$ cat src/rtl/mem_arbiter_pkg.sv
// rtl/mem_arbiter_pkg.sv - shared state encoding, requester ids and counter width for mem_arbiter
package mem_arbiter_pkg;

   // Access sequencing states
   typedef enum logic [1:0] {
      ST_IDLE   = 2'd0,
      ST_ACCESS = 2'd1,
      ST_WAIT   = 2'd2,
      ST_RESP   = 2'd3
   } state_t;

   // Requester ids; also the bit positions in the arbiter request vector
   localparam logic REQ_IF = 1'b0;
   localparam logic REQ_D  = 1'b1;

   // Width of the memory latency down-counter (MEM_LAT up to 15)
   localparam int CNT_W = 4;

endpackage

$ cat src/rtl/mem_arbiter_rr_arb2.sv
// rtl/mem_arbiter_rr_arb2.sv - combinational two-way round-robin picker
module rr_arb2
   import mem_arbiter_pkg::*;
(
   input  logic [1:0] req,
   input  logic       last,
   output logic [1:0] grant,
   output logic       grant_id
);

   // A lone requester wins; on a tie the port that did not win last time goes first
   always_comb begin
      grant_id = REQ_IF;
      grant    = 2'b00;
      if (req == 2'b11) begin
         grant_id = (last == REQ_IF) ? REQ_D : REQ_IF;
      end else if (req[REQ_D]) begin
         grant_id = REQ_D;
      end
      if (req != 2'b00) begin
         grant[grant_id] = 1'b1;
      end
   end

endmodule

$ cat src/rtl/mem_arbiter.sv
// rtl/mem_arbiter.sv - shares one single-port memory between the fetch port and the load/store port
module mem_arbiter
   import mem_arbiter_pkg::*;
#(
   parameter int ADDR_W  = 32,
   parameter int DATA_W  = 32,
   parameter int MEM_LAT = 1
)
(
   input  logic                clk,
   input  logic                rst,
   input  logic                if_req,
   input  logic [ADDR_W-1:0]   if_addr,
   output logic                if_gnt,
   output logic                if_rvalid,
   output logic [DATA_W-1:0]   if_rdata,
   input  logic                d_req,
   input  logic                d_we,
   input  logic [ADDR_W-1:0]   d_addr,
   input  logic [DATA_W-1:0]   d_wdata,
   input  logic [DATA_W/8-1:0] d_be,
   output logic                d_gnt,
   output logic                d_rvalid,
   output logic [DATA_W-1:0]   d_rdata,
   output logic                mem_en,
   output logic                mem_we,
   output logic [ADDR_W-1:0]   mem_addr,
   output logic [DATA_W-1:0]   mem_wdata,
   output logic [DATA_W/8-1:0] mem_be,
   input  logic [DATA_W-1:0]   mem_rdata,
   output logic                busy
);

   localparam int BE_W = DATA_W / 8;
   localparam logic [CNT_W-1:0] LAT_M1 = 4'(MEM_LAT - 1);

   state_t            state_q, state_d;
   logic [CNT_W-1:0]  cnt_q, cnt_d;
   logic              id_q, id_d;
   logic              we_q, we_d;
   logic              last_q, last_d;
   logic [ADDR_W-1:0] addr_q, addr_d;
   logic [DATA_W-1:0] wdata_q, wdata_d;
   logic [BE_W-1:0]   be_q, be_d;

   logic              arb_open;
   logic [1:0]        arb_req;
   logic [1:0]        arb_grant;
   logic              arb_id;

   assign arb_req = {d_req, if_req};

   rr_arb2 u_rr_arb2 (
      .req      (arb_req),
      .last     (last_q),
      .grant    (arb_grant),
      .grant_id (arb_id)
   );

   // Next state, latency countdown and winner latch; requests are only looked at in IDLE and RESP
   always_comb begin
      state_d  = state_q;
      cnt_d    = cnt_q;
      id_d     = id_q;
      we_d     = we_q;
      last_d   = last_q;
      addr_d   = addr_q;
      wdata_d  = wdata_q;
      be_d     = be_q;
      arb_open = 1'b0;

      case (state_q)
         ST_IDLE: begin
            arb_open = 1'b1;
         end
         ST_ACCESS: begin
            cnt_d   = LAT_M1;
            state_d = (MEM_LAT == 1) ? ST_RESP : ST_WAIT;
         end
         ST_WAIT: begin
            cnt_d = cnt_q - 1'b1;
            if (cnt_d == '0) begin
               state_d = ST_RESP;
            end
         end
         ST_RESP: begin
            arb_open = 1'b1;
            state_d  = ST_IDLE;
         end
         default: begin
            state_d = ST_IDLE;
         end
      endcase

      if (arb_open && (arb_grant != 2'b00)) begin
         state_d = ST_ACCESS;
         id_d    = arb_id;
         last_d  = arb_id;
         if (arb_id == REQ_D) begin
            addr_d  = d_addr;
            we_d    = d_we;
            wdata_d = d_wdata;
            be_d    = d_be;
         end else begin
            // Fetches are always full-word reads
            addr_d  = if_addr;
            we_d    = 1'b0;
            wdata_d = '0;
            be_d    = '1;
         end
      end
   end

   // State and latch registers; reset drops any in-flight access and biases the first tie to data
   always_ff @(posedge clk) begin
      if (rst) begin
         state_q <= ST_IDLE;
         cnt_q   <= '0;
         id_q    <= REQ_IF;
         we_q    <= 1'b0;
         last_q  <= REQ_IF;
         addr_q  <= '0;
         wdata_q <= '0;
         be_q    <= '0;
      end else begin
         state_q <= state_d;
         cnt_q   <= cnt_d;
         id_q    <= id_d;
         we_q    <= we_d;
         last_q  <= last_d;
         addr_q  <= addr_d;
         wdata_q <= wdata_d;
         be_q    <= be_d;
      end
   end

   assign mem_en    = (state_q == ST_ACCESS);
   assign mem_we    = mem_en & we_q;
   assign mem_addr  = mem_en ? addr_q  : '0;
   assign mem_wdata = mem_en ? wdata_q : '0;
   assign mem_be    = mem_en ? be_q    : '0;

   assign if_gnt    = mem_en & (id_q == REQ_IF);
   assign d_gnt     = mem_en & (id_q == REQ_D);

   assign if_rvalid = (state_q == ST_RESP) & (id_q == REQ_IF);
   assign d_rvalid  = (state_q == ST_RESP) & (id_q == REQ_D);
   assign if_rdata  = if_rvalid ? mem_rdata : '0;
   assign d_rdata   = (d_rvalid && !we_q) ? mem_rdata : '0;

   assign busy      = (state_q != ST_IDLE);

endmodule

$ cat config.mk
export PLATFORM = sky130hd
export DESIGN_NAME = mem_arbiter
export DESIGN_NICKNAME = d
export VERILOG_FILES = /design/src/rtl/mem_arbiter_pkg.sv /design/src/rtl/mem_arbiter_rr_arb2.sv /design/src/rtl/mem_arbiter.sv
export SDC_FILE = /design/constraint.sdc
export NUM_CORES = 1
export LEC_CHECK = 0
export ABC_AREA = 1
export CORE_MARGIN = 4
export CORE_UTILIZATION = 33
export DETAILED_ROUTE_END_ITERATION = 7
export GPL_ROUTABILITY_DRIVEN = 1
export PLACE_DENSITY = 0.78
export SETUP_SLACK_MARGIN = 0.1
export SLEW_MARGIN = 20
export SYNTH_ARGS = -nofsm -noshare
export SYNTH_HDL_FRONTEND = slang
export SYNTH_SLANG_ARGS = --single-unit
export TNS_END_PERCENT = 1
$ cat constraint.sdc
create_clock -name clk -period 1.8 [get_ports clk]
set_clock_uncertainty 0.15 [all_clocks]
set_input_delay 0.36 -clock clk [delete_from_list [all_inputs] [get_ports clk]]
set_output_delay 0.36 -clock clk [all_outputs]
set_load 0.01 [all_outputs]
==> run_1/final_placement.png <==
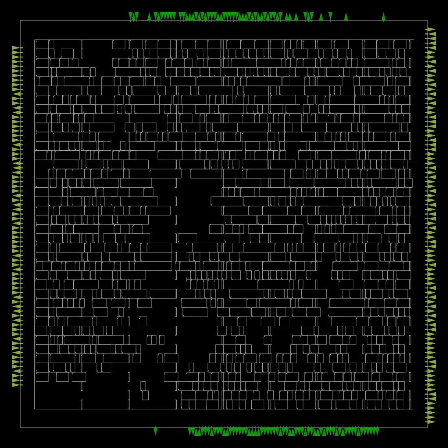
Seq cells: 76
cell row count: 40
# Taps: 168
fin util: 65.1%

==> run_1/cell_classes.png <==
Fill, decap, tap and diode cells in grey.
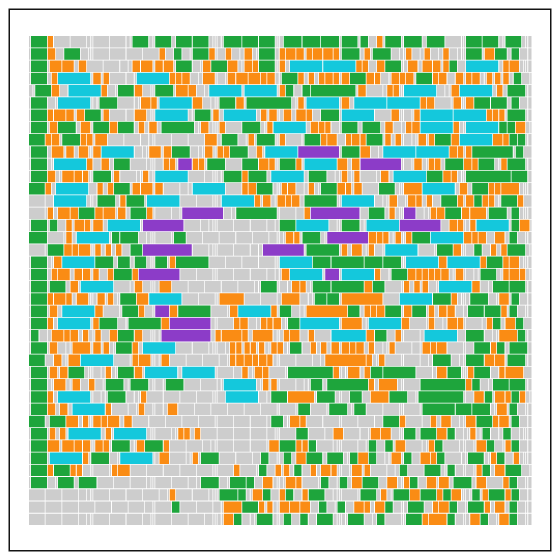
class	colour	cells	share of their area
other buffers and delay cells	green	322	40%
flops	cyan	76	20%
all other logic	orange	540	35%
clock drivers and dummy loads	purple	16	4.5%
core area: 12,200 um^2
fin area: 7920 um^2
Seq/total area: 19.3%

==> run_1/clock_map.png <==
Bar = 20 um.
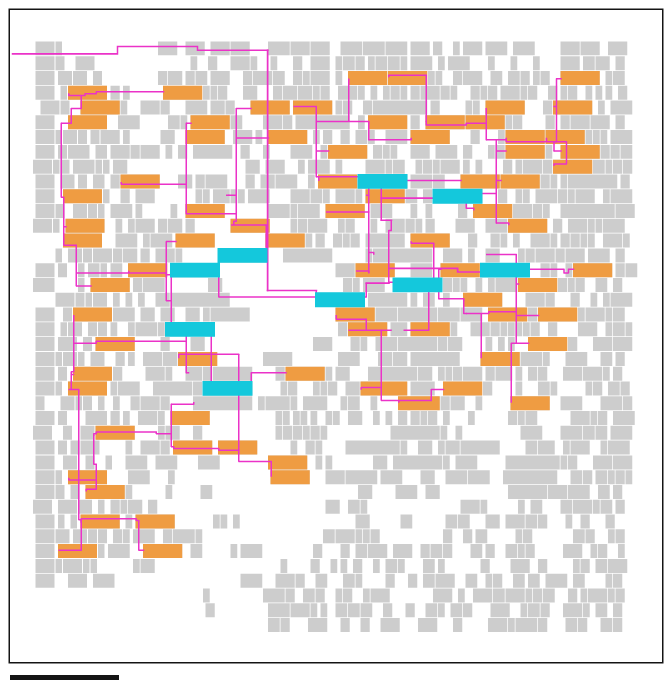
[flip-flops] orange | count: 76
[clock wires] magenta | length: 995 um
[cells driving clock nets] cyan | count: 9
routed clock nets	10
clk pwr: 0.00209 W
Late-Pin Clk Latency: 0.32 ns
clock share of power: 21.9%

==> run_1/metal_stack.png <==
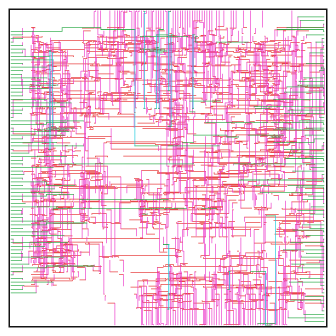
layer	colour	wire length
met1	red	6,280 um
met2	magenta	8,290 um
met4	cyan	389 um
met3	green	1,890 um
WL/cell: 15.0 um
Routed WL: 16,800 um
GRT Total Usage: 21.8%
vias after detailed routing: 5,247

==> results_dict.tcl, run 1 <==
# place-and-route summary
set metrics [dict create \
    use_met2_pct 38.6 \
    vdd_drop_max_v 0.000777 \
    path_max_fanout 6 \
    r2r_slack_ns -0.05 \
    setup_ws_ns -0.240 \
    reg2reg_to "addr_q[29]" \
    inverters_excl_clock 120 \
    crit_path_start_kind "flip-flop" \
    finalPower_w 0.00956 \
    comb_area_um2 2260 \
    die_w_um 120 \
    ys_seq_share_pct 36.8 \
    grtUsageMet1_pct 24.1 \
    antenna_cells 0 \
    post_dp_cell_area_um2 7260 \
    violations "setup timing" \
    startpoint "state_q[0]" \
    synthCells 663 \
    place_worst_setup_slack_ns -0.376 \
    worstPathArrival_ns 1.53 \
    place.gp.congestion 0.808 \
    warnings 33 \
    lay_top_cells "135 x clkdlybuf4s50_1, 99 x nand2_1, 85 x nand3_1" \
    drv_cap 0 \
    use_met3_pct 7.78 \
    setup_violations 156 \
    antenna_found_initial 0 \
    clock-root-buffer "clkbuf_16" \
    power_leader "combinational cells" \
    hp-start "wdata_q[1]" \
    fp_nets 806 \
    worst_pin_slew_ns 0.480 \
    grt_max_degree 69 \
    power_frac_comb_pct 52.2 \
    internal_power_w 0.00595 \
    path_clk_slew_ns 0.06 \
    swShare_pct 37.7 \
    first_pass_iters 4 \
    fill_cells 1077 \
    slew_viol_final 0 \
    relSlewSlack_pct 67.9 \
    hold_path_end "wdata_q[1]" \
    status "finished, violations left" \
    cts_tree "yes" \
    portBuffers 275 \
    seqPwrFrac_pct 25.9 \
    clock_path_buffers 2 \
    grt_pass1_wl_um 25200 \
    top_area_cell "dfxtp_1" \
    num-nets-final 1092 \
    ys_area_um2 4140 \
]
-- run 1: critical path: stages, from the launching register on --
cell       delay [ns]
dfxtp_4          0.37
buf_6            0.11
ha_4             0.20
buf_6            0.15
clkbuf_16        0.14
nand2_1          0.05
inv_1            0.05
buf_2            0.13
-- run 1: cell families after synthesis --
logic type,count (synthesis),synth area share (%)
adder cells (fa/ha/maj),6,1.82
AND/OR/NAND/NOR,326,32.5
buffers and inverters,168,16.2
AND-OR/OR-AND,87,12.7
flip-flops,76,36.8
-- run 1: routing by layer --
layer	part of all wire (%)	routed length (um)
met1	37	6280
met4	2.3	388
met5	0	0
met2	49	8290
met3	11	1890
-- run 1: sequential cells by signal (all words and copies together), names as in the netlist --
register / cells
we_q: 1
addr_q: 32
state_q: 2
last_q: 1
cnt_q: 4
be_q: 4
wdata_q: 32
-- run 1: synthesized netlist by cell type --
| master | n |
|---|---|
| a21oi_1 | 14 |
| inv_2 | 2 |
| inv_1 | 117 |
| buf_4 | 7 |
| o21ai_2 | 1 |
| ha_1 | 6 |
| nor3_1 | 3 |
| o31ai_1 | 32 |
| buf_2 | 11 |
| nor2_1 | 107 |
| clkbuf_1 | 28 |
| o21ai_0 | 35 |
| nand2_1 | 129 |
| nor2_4 | 1 |
| clkinv_1 | 1 |
| nand3_1 | 86 |
| o21bai_1 | 1 |
| o21ai_1 | 3 |
| dfxtp_1 | 76 |
| a2bb2oi_1 | 1 |
| buf_1 | 2 |
-- run 1: repair_timing --
action,4_1_cts,5_1_grt
gates cloned,7,3
setup buffers,8,0
gates resized,644,126
pin swaps,7,8
endpoints found under the setup margin,212,214
hold buffers,0,0
==> run_1/pins.png <==
Pins as bars across the die edge, other pins in grey.
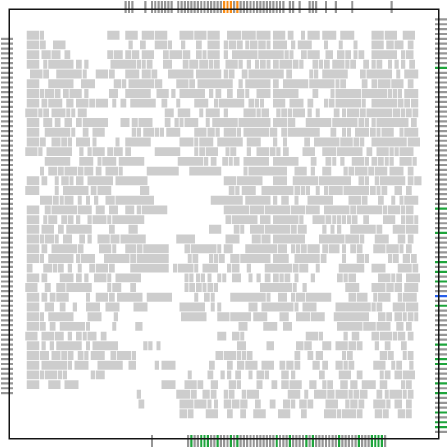

==> run 2: changes to the inputs <==
--- a/config.mk
+++ b/config.mk
@@ -6,11 +6,13 @@
 export NUM_CORES = 1
 export LEC_CHECK = 0
 export ABC_AREA = 1
+export CORE_ASPECT_RATIO = 0.6
 export CORE_MARGIN = 4
-export CORE_UTILIZATION = 33
+export CORE_UTILIZATION = 39
 export DETAILED_ROUTE_END_ITERATION = 7
 export GPL_ROUTABILITY_DRIVEN = 1
-export PLACE_DENSITY = 0.78
+export GPL_TIMING_DRIVEN = 0
+export PLACE_DENSITY = 0.87
 export SETUP_SLACK_MARGIN = 0.1
 export SLEW_MARGIN = 20
 export SYNTH_ARGS = -nofsm -noshare
==> constraint.sdc (replaced) <==
create_clock -name clk -period 2.55 [get_ports clk]
set_clock_uncertainty 0.15 [all_clocks]
set_input_delay 0.51 -clock clk [delete_from_list [all_inputs] [get_ports clk]]
set_output_delay 0.51 -clock clk [all_outputs]
set_load 0.01 [all_outputs]
==> run_2/pins.png <==
Pins as bars across the die edge, other pins in grey.
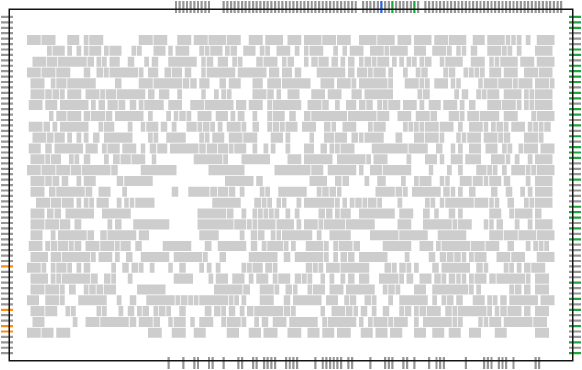
port	colour	pins	direction	edge
if_rvalid	blue	1	output	top
d_rdata	green	32	output	30 right, 2 top
d_be	orange	4	input	left
PortBufs: 274
die span in x: 141 um
height of the die: 87.8 um

==> run_2/clock_map.png <==
Bar = 50 um.
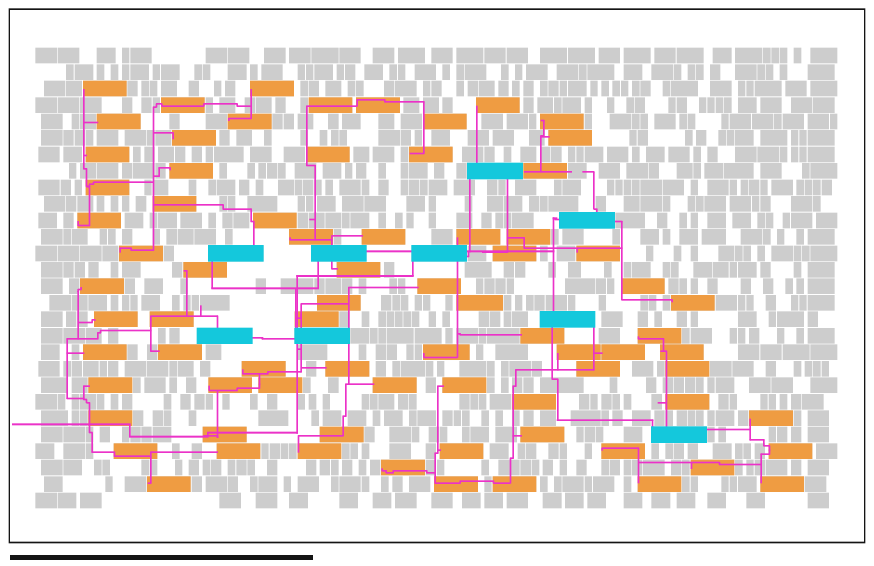
[clock wires] magenta | length: 1,020 um
[cells driving clock nets] cyan | count: 9
[flip-flops] orange | count: 76
routed clock nets	10
clk pwr: 0.00123 W
clock share of power: 22.1%
Late-Pin Clk Latency: 0.33 ns

==> results_dict.tcl, run 2 <==
# place-and-route summary
set metrics [dict create \
    status "complete, no violations" \
    grt_pass1_wl_um 25000 \
    ys_seq_share_pct 36.8 \
    design.seq.count 76 \
    n_tap_cell 135 \
    num-nets-final 1091 \
    swShare_pct 39.6 \
    path_clk_slew_ns 0.06 \
    wl_met2_um 7920 \
    cts_tree "yes" \
    met3_length_um 1640 \
    clock-root-buffer "clkbuf_16" \
    grt_max_degree 14 \
    use_met3_pct 9.33 \
    lay_top_cells "139 x clkdlybuf4s50_1, 128 x nand2_1, 116 x inv_1" \
    warnings 31 \
    top_area_cell "dfxtp_1" \
    async_flop_share_pct 0 \
    routed_wl_um 16700 \
    worstPathArrival_ns 1.69 \
    post_dp_cell_area_um2 7050 \
    setup_violations 0 \
    inverters_excl_clock 120 \
    row_count 28 \
    flop_cell "dfxtp_1" \
    slew_viol_final 0 \
    met1Wirelength_um 6650 \
    relSlewSlack_pct 61.8 \
    track_usage_pct 25.2 \
    postCtsSetupBuffers 0 \
    top_layer "met5" \
    clock_path_buffers 2 \
    grtUsageMet1_pct 30.0 \
    vdd_drop_max_v 0.000418 \
    comb_area_um2 1950 \
    reg_top3 "addr_q: 32 flops, wdata_q: 32 flops" \
    finalPower_w 0.00555 \
    antenna_cells 0 \
    dr_total_vias 5278 \
    place_worst_setup_slack_ns -0.336 \
    first_pass_iters 6 \
    hp-start "be_q[2]" \
    sh_seq_area_pct 20.7 \
    antenna_found_initial 1 \
    startpoint "state_q[0]" \
    edf_count 0 \
]
==> run 2: cells by family (layout without fill, tap and decap cells) <==
| kind of cell | after synthesis | after routing | synth area share [%] |
|---|---|---|---|
| and+or+nand+nor | 326 | 326 | 32.5 |
| buffers and inverters | 168 | 458 | 16.2 |
| AOI/OAI and AO/OA | 87 | 87 | 12.7 |
| DFF | 76 | 76 | 36.8 |
| adders and majority gates | 6 | 6 | 1.82 |
==> run 2: worst paths after layout <==
kind	to	slack, ns	depth (start not counted)
hold reg to reg	be_q[2]	0.32	2
setup reg to reg	addr_q[31]	0.46	7
setup / recovery	if_rdata[9]	0.20	7
hold / removal	be_q[2]	0.32	2
==> run 2: per-stage QoR <==
step                cells  util (%)  TNS [ns]
finish               1088      72.8         0
global route         1088      72.8         0
CTS                  1088      72.7     -3.66
detailed placement   1072      69.8    -18.50
global placement     1072      69.8    -15.50
floorplan             663         -         0
==> run 2: critical path, cell delays in order (launching register included) <==
cell and delay, ns:
dfxtp_2 0.35, ha_2 0.19, inv_1 0.06, nor2_2 0.12, inv_2 0.08, clkbuf_4 0.19
nor2_1 0.12, clkdlybuf4s15_1 0.25
==> run 2: power groups by stage <==
stage,Sequential [W],Combinational [W],Clock (W)
final,0.00171,0.00262,0.00123
after global routing,0.00175,0.00289,0.00130
after CTS,0.00170,0.00263,0.00124
after detailed placement,0.00172,0.00262,0
after global placement,0.00171,0.00257,0
after floorplan,0.00168,0.00145,0
==> run 2: what timing repair did <==
| item | CTS | global route |
|---|---|---|
| pin swaps | 0 | 0 |
| endpoints found under the setup margin | 135 | 125 |
| resized | 154 | 81 |
Power and IR drop assume default switching activity.
